==> images/util_map.png <==
The die is cut into 6 by 6 equal tiles; white is low, dark blue is high, 0 to 100% covered.
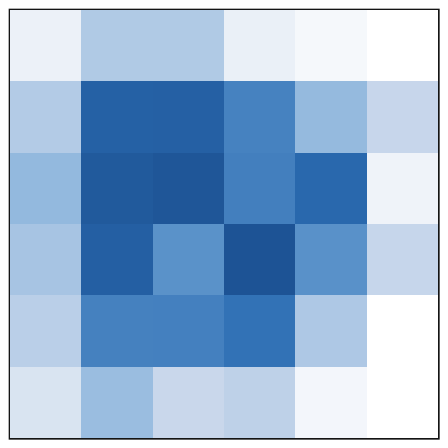
==> images/m2.png <==
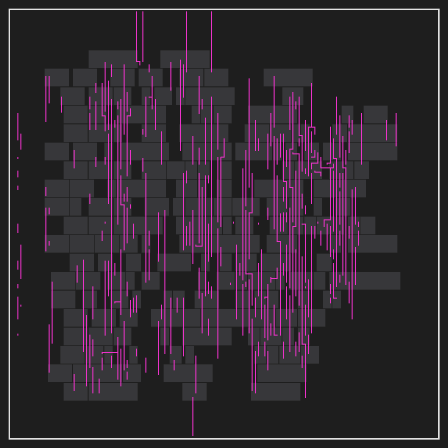
==> images/m1.png <==
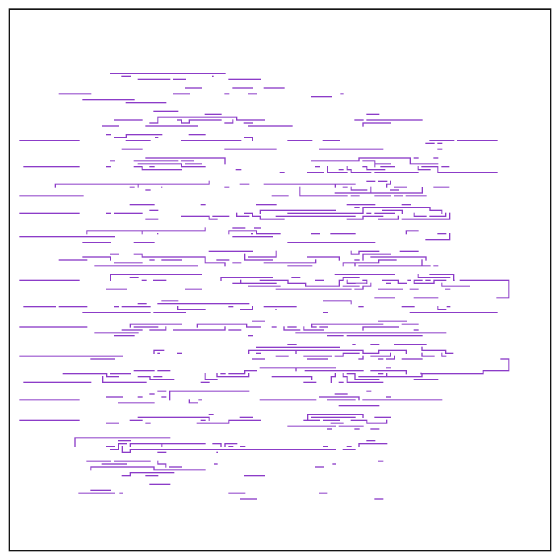
==> images/placed.png <==
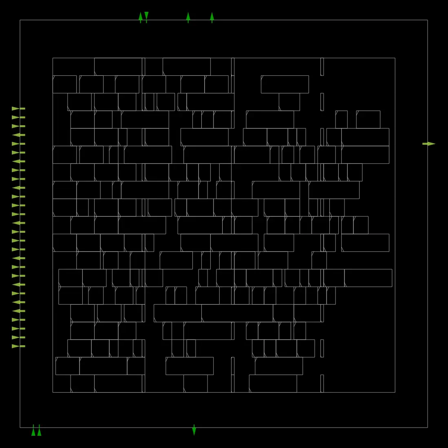
`src/rtl/uart_arb_pkg.sv`:
```
// Shared types and width helpers for the uart_tx arbiter.
// The UART_ARB_LOCK_EN macro (see uart_tx_arbiter.sv) does not affect this package.
package uart_arb_pkg;

  typedef enum logic [1:0] {
    S_IDLE  = 2'd0,
    S_START = 2'd1,
    S_DRAIN = 2'd2
  } arb_state_e;

  localparam int N_REQ_MIN = 2;
  localparam int N_REQ_MAX = 8;

  // Index width for N requesters, never narrower than one bit.
  function automatic int grant_w(input int n);
    return (n > 1) ? $clog2(n) : 1;
  endfunction

  // Watchdog counter width: must hold BUSY_TIMEOUT-1.
  function automatic int cnt_w(input int timeout);
    return (timeout > 1) ? $clog2(timeout) : 1;
  endfunction

  function automatic bit n_req_ok(input int n);
    return (n >= N_REQ_MIN) && (n <= N_REQ_MAX);
  endfunction

endpackage

```
`src/rtl/rr_pick.sv`:
```
// Rotating priority encoder: first valid index after ptr, scanning modulo N_REQ.
// Pure combinational; UART_ARB_LOCK_EN has no effect here.
module rr_pick
  import uart_arb_pkg::*;
#(
  parameter int N_REQ = 2
) (
  input  logic [N_REQ-1:0]          valid,
  input  logic [grant_w(N_REQ)-1:0] ptr,
  output logic [N_REQ-1:0]          grant,
  output logic [grant_w(N_REQ)-1:0] idx,
  output logic                      any
);

  localparam int GRANT_W = grant_w(N_REQ);

  logic [GRANT_W-1:0] cand;

  // NOTE: every signal driven here gets a default first, so no path leaves a
  // value unassigned and no latch is inferred.
  always_comb begin
    grant = '0;
    idx   = '0;
    any   = 1'b0;
    cand  = '0;
    for (int i = 1; i <= N_REQ; i++) begin
      cand = GRANT_W'((int'(ptr) + i) % N_REQ);
      if (!any && valid[cand]) begin
        any         = 1'b1;
        idx         = cand;
        grant[cand] = 1'b1;
      end
    end
  end

endmodule

```
`src/rtl/uart_tx_arbiter.sv`:
```
// Round-robin sharing of one uart_tx between N_REQ byte producers, with a start watchdog.
// Optional packet lock (hold the grant until req_last) is enabled by defining UART_ARB_LOCK_EN.
module uart_tx_arbiter
  import uart_arb_pkg::*;
#(
  parameter int N_REQ        = 2,
  parameter int BUSY_TIMEOUT = 1023
) (
  input  logic                      clk,
  input  logic                      rst,
  input  logic [N_REQ-1:0]          req_valid,
  input  logic [8*N_REQ-1:0]        req_data,
  input  logic [N_REQ-1:0]          req_last,
  output logic [N_REQ-1:0]          req_ready,
  output logic                      tx_start,
  output logic [7:0]                tx_data,
  input  logic                      tx_busy,
  output logic [grant_w(N_REQ)-1:0] grant_id,
  output logic                      timeout_err
);

  localparam int GRANT_W = grant_w(N_REQ);
  localparam int CNT_W   = cnt_w(BUSY_TIMEOUT);

  if (!n_req_ok(N_REQ) || BUSY_TIMEOUT < 1) begin : g_bad_cfg
    $error("uart_tx_arbiter: N_REQ must be 2..8 and BUSY_TIMEOUT must be >= 1");
  end

  arb_state_e         state_q, state_d;
  logic [GRANT_W-1:0] ptr_q, ptr_d;
  logic [CNT_W-1:0]   cnt_q, cnt_d;
  logic               tx_start_d, timeout_d;
  logic [7:0]         tx_data_d;
  logic [GRANT_W-1:0] grant_d;

  logic [N_REQ-1:0]   eligible;
  logic [N_REQ-1:0]   pick_grant;
  logic [GRANT_W-1:0] pick_idx;
  logic               pick_any;
  logic [7:0]         req_bytes [N_REQ];

  for (genvar k = 0; k < N_REQ; k++) begin : g_bytes
    assign req_bytes[k] = req_data[8*k +: 8];
  end

  rr_pick #(
    .N_REQ(N_REQ)
  ) u_pick (
    .valid(eligible),
    .ptr  (ptr_q),
    .grant(pick_grant),
    .idx  (pick_idx),
    .any  (pick_any)
  );

`ifdef UART_ARB_LOCK_EN
  logic               lock_q;
  logic [GRANT_W-1:0] lock_id_q;

  // While a packet is open only its owner may win, regardless of ptr.
  always_comb begin
    eligible = req_valid;
    if (lock_q) eligible = req_valid & (N_REQ'(1) << lock_id_q);
  end

  always_ff @(posedge clk) begin
    if (rst) begin
      lock_q    <= 1'b0;
      lock_id_q <= '0;
    end else if (|req_ready) begin
      lock_q    <= !req_last[pick_idx];
      lock_id_q <= pick_idx;
    end else if (timeout_d) begin
      lock_q    <= 1'b0;
    end
  end
`else
  logic unused_last;
  assign unused_last = ^req_last;
  assign eligible    = req_valid;
`endif

  always_comb begin
    state_d    = state_q;
    ptr_d      = ptr_q;
    cnt_d      = cnt_q;
    tx_start_d = tx_start;
    tx_data_d  = tx_data;
    grant_d    = grant_id;
    timeout_d  = 1'b0;
    req_ready  = '0;
    case (state_q)
      S_IDLE: begin
        if (!rst && !tx_busy && pick_any) begin
          req_ready  = pick_grant;
          tx_data_d  = req_bytes[pick_idx];
          grant_d    = pick_idx;
          ptr_d      = pick_idx;
          tx_start_d = 1'b1;
          cnt_d      = '0;
          state_d    = S_START;
        end
      end
      S_START: begin
        if (tx_busy) begin
          tx_start_d = 1'b0;
          state_d    = S_DRAIN;
        end else if (cnt_q == CNT_W'(BUSY_TIMEOUT - 1)) begin
          // Transmitter never acknowledged: drop the byte and free the channel.
          tx_start_d = 1'b0;
          timeout_d  = 1'b1;
          state_d    = S_IDLE;
        end else begin
          cnt_d = cnt_q + 1'b1;
        end
      end
      S_DRAIN: begin
        if (!tx_busy) state_d = S_IDLE;
      end
      default: state_d = S_IDLE;
    endcase
  end

  // NOTE: state registers use non-blocking assignments so every flop samples
  // the pre-edge values, independent of process evaluation order.
  always_ff @(posedge clk) begin
    if (rst) begin
      state_q     <= S_IDLE;
      ptr_q       <= GRANT_W'(N_REQ - 1);
      cnt_q       <= '0;
      tx_start    <= 1'b0;
      tx_data     <= '0;
      grant_id    <= '0;
      timeout_err <= 1'b0;
    end else begin
      state_q     <= state_d;
      ptr_q       <= ptr_d;
      cnt_q       <= cnt_d;
      tx_start    <= tx_start_d;
      tx_data     <= tx_data_d;
      grant_id    <= grant_d;
      timeout_err <= timeout_d;
    end
  end

endmodule
```
`config.mk`:
```
export PLATFORM = sky130hd
export DESIGN_NAME = uart_tx_arbiter
export DESIGN_NICKNAME = d
export VERILOG_FILES = /design/src/rtl/uart_arb_pkg.sv /design/src/rtl/rr_pick.sv /design/src/rtl/uart_tx_arbiter.sv
export SDC_FILE = /design/constraint.sdc
export NUM_CORES = 1
export LEC_CHECK = 0
export CORE_MARGIN = 5
export CORE_UTILIZATION = 45
export CTS_CLUSTER_SIZE = 14
export DETAILED_ROUTE_END_ITERATION = 16
export GPL_TIMING_DRIVEN = 0
export PLACE_DENSITY = 0.76
export SYNTH_ARGS = -nofsm -noshare
export SYNTH_HDL_FRONTEND = slang
export SYNTH_HIERARCHICAL = 1
export SYNTH_SLANG_ARGS = --single-unit
```
`constraint.sdc`:
```
create_clock -name clk -period 3.15 [get_ports clk]
set_input_delay 0.63 -clock clk [delete_from_list [all_inputs] [get_ports clk]]
set_output_delay 0.63 -clock clk [all_outputs]
set_load 0.01 [all_outputs]
```
==> impl_metrics.yaml <==
# flow metrics
cells_and_area:
  drive_above_1_share_pct: 11.2
  diodes: 0
  syn2layout_area_growth_pct: 34.6
floorplanning:
  dieArea_um2: 3970
  die_w_um: 63.0
  fp_util_pct: 46.2
  dieHeight_um: 63.0
  rows: 19
final_timing:
  max_freq_ghz: 0.330
  finalClockSkew_ns: 0.00338
  setup_viol: 0
  worst_slew_pin_slew_ns: 0.578
  min_period_over_period_pct: 96.3
  hold_viol: 0
  post-route-min-period_ns: 3.03
  relSlewSlack_pct: 61.5
  rsz0062_at_grt: "no"
yosys:
  synthCells: 141
  yosysTopAreaCell: "dfxtp_1"
  ys_cells: 141
  netlist_area_um2: 1260
  yosys_area_um2: 1260
  edf_count: 0
  synth-main-ff-cell: "dfxtp_1"
  synth_flops: 24
  async_flop_share_pct: 0
  syn-num-nets: 166
  synth_top_area_share_pct: 38.0
  avgSynthCellArea_um2: 8.96
  synthDistinctLibCells: 45
  yosysWarnings: 6
  topCellsByArea: "dfxtp_1 (38%), mux2i_1 (6.3%), a211oi_1 (4.8%)"
setup_path:
  startpoint_type: "input pin"
  critical_path_class: "input pin to output port"
  cp-end-kind: "output port"
  crit_required_ns: 2.52
  cp_max_fo: 4
clock_tree:
  clkLatencyLatePin_ns: 0.32
  clock_sinks: 24
  cts-root-buf: "clkbuf_4"
  cts_max_level: 1
  clkTransAtPathRegs_ns: 0.13
  cts_buffer_depth: 2
  numCtsBuffers: 3
  cts_tree: "built"
power_and_ir_drop:
  pwr-share-seq_pct: 48.8
  vdd_drop_max_uv: 240
  comb_power_share_pct: 17.5
  switchingPower_w: 0.000151
  p_clk_share_pct: 33.8
  leakagePower_nw: 0.605
  swShare_pct: 22.9
  power_per_cell_area_nw_per_um2: 389
global_routing:
  grt_pass1_wl_um: 5150
  antenna_found_initial: 0
  grt_overflow: 0
  grt_max_degree: 15
  grt_pass1_vias: 1221
  groute.usage.overall_pct: 15.6
run_status:
  outcome: "finished clean"
detailed_routing:
  wire_per_inst_um: 13.8
  via_count: 1180
  via_per_inst: 5.62
  initialDrtViolationCount: 69
  top_layer_used: "met4"
  m1WireLength_um: 1290
  dr.pass1.iters: 4
  route.met3.wl_um: 195
  drc_errors: 0
  route.met2.wl_um: 1350
  ant_nets: 0
run:
  warnings: 29
  cap_violations: 0
placed_design:
  place_congestion: 0.914
  dp_cells: 204
  portBuffers: 32
worst_hold_path:
  hold_class: "register to register"
-- util_map.png (at the start) --
- tiles over 75% full: 19%
- densest ninth of the die: middle
- mean over tiles: 42%
- emptiest ninth of the die: bottom right
- fullest tile: 86%
- nearly empty tiles: 8.3%

-- m2.png (at the start) --
- main direction: vertical
- longest straight run: 34.3 um
- wire length on this layer: 1,350 um

-- m1.png (at the start) --
- main direction: horizontal
- longest straight run: 23.9 um
- wire length on this layer: 1,290 um
- share of all routed wire: 45%

-- placed.png (at the start) --
fin cells: 210
Util after Layout: 62.2%
Tapcells: 31
Core Area: 2730 um^2
filler cell count: 232

[layout by cell type (no fill, tap or decap), types with 3 or more instances in the layout]
cell / instances
a21oi_1: 11
buf_4: 3
a211oi_1: 8
nor2_1: 12
clkbuf_4: 4
dfxtp_1: 24
nand2_1: 7
nand4_1: 3
clkdlybuf4s50_1: 32
mux2i_1: 8
nand2b_1: 3
nand3_1: 8
inv_1: 6
o21ai_0: 3
[critical path: stages]
cell and delay [ns]:
clkdlybuf4s50_1 0.51, or2_1 0.16, nand2b_4 0.06, nor4_2 0.17
clkbuf_4 0.21, and2_1 0.12, clkdlybuf4s50_1 0.53
[final cells by class]
class,count,area (um^2),area share (%)
sequential,24,480,28.3
inverter,6,22.5,1.32
clock buffer,3,22.5,1.32
buffer,9,58.8,3.46
multi-input combinational,102,712,41.9
tap,31,38.8,2.28
clock inverter,1,30.0,1.77
timing repair buffer,34,335,19.7
[routing by layer]
layer	track usage, %	up-vias
met5	0	-
met4	9.02	0
met3	5.04	7
met2	23.6	40
met1	19.2	539
li1	-	594
[cells by family after synthesis]
logic type,Yosys count,synth area share [%]
xor+xnor,1,0.693
fa+ha+maj,2,1.98
flops,24,38.0
compound gates,38,22.3
mux,8,6.34
simple gates,53,24.6
buf+inv,15,6.14
[per-stage QoR]
stage               worst slack [ns]  power, W  utilization (%)  hold WS [ns]  cell area, um^2
finish                         0.117  0.000661             62.2         0.465             1700
global route                  0.0155  0.000693             62.2         0.489             1700
CTS                           0.0112  0.000665             62.0         0.468             1690
detailed placement            -0.186  0.000441             59.4         0.449             1620
global placement              -0.136  0.000440             59.4         0.445             1620
floorplan                      0.937  0.000386                -         0.457             1260
[worst paths after layout]
kind,from,to,slack [ns],cells past startpoint
worst max-delay path,req_valid[1],req_ready[0],0.12,7
worst min-delay path,grant_id,grant_id,0.46,2
worst max register to register,cnt_q[0],cnt_q[8],1.45,7
worst min register to register,grant_id,grant_id,0.46,2
[power groups by stage]
stage | combinational (W) | sequential (W) | clock, W
floorplan | 0.0000546 | 0.000332 | 0
global placement | 0.000111 | 0.000328 | 0
detailed placement | 0.000113 | 0.000328 | 0
CTS | 0.000116 | 0.000322 | 0.000227
global route | 0.000127 | 0.000324 | 0.000242
finish | 0.000115 | 0.000322 | 0.000223
[state kept, by name (all words and copies together), names as in the netlist]
register / cells
tx_start: 1
timeout_err: 1
tx_data: 8
grant_id: 1
ptr_q: 1
cnt_q: 10
state_q: 2
[synthesized netlist by cell type (all sizes together), types with 3 or more instances]
cell,number
nor2,12
o21ai,3
a211oi,8
dfxtp,24
a21boi,3
buf,6
a21oi,11
nand3,8
clkbuf,3
nand4,3
nand2b,4
nand2,8
mux2i,8
inv,6
[what timing repair did]
action                                  CTS  global route
hold buffers                              0             0
resized                                   2             1
endpoints found under the setup margin    2             2
buffers inserted                          2             0
cloned                                    0             0
Power figures rest on the tool's default switching activity, not on a simulated workload.
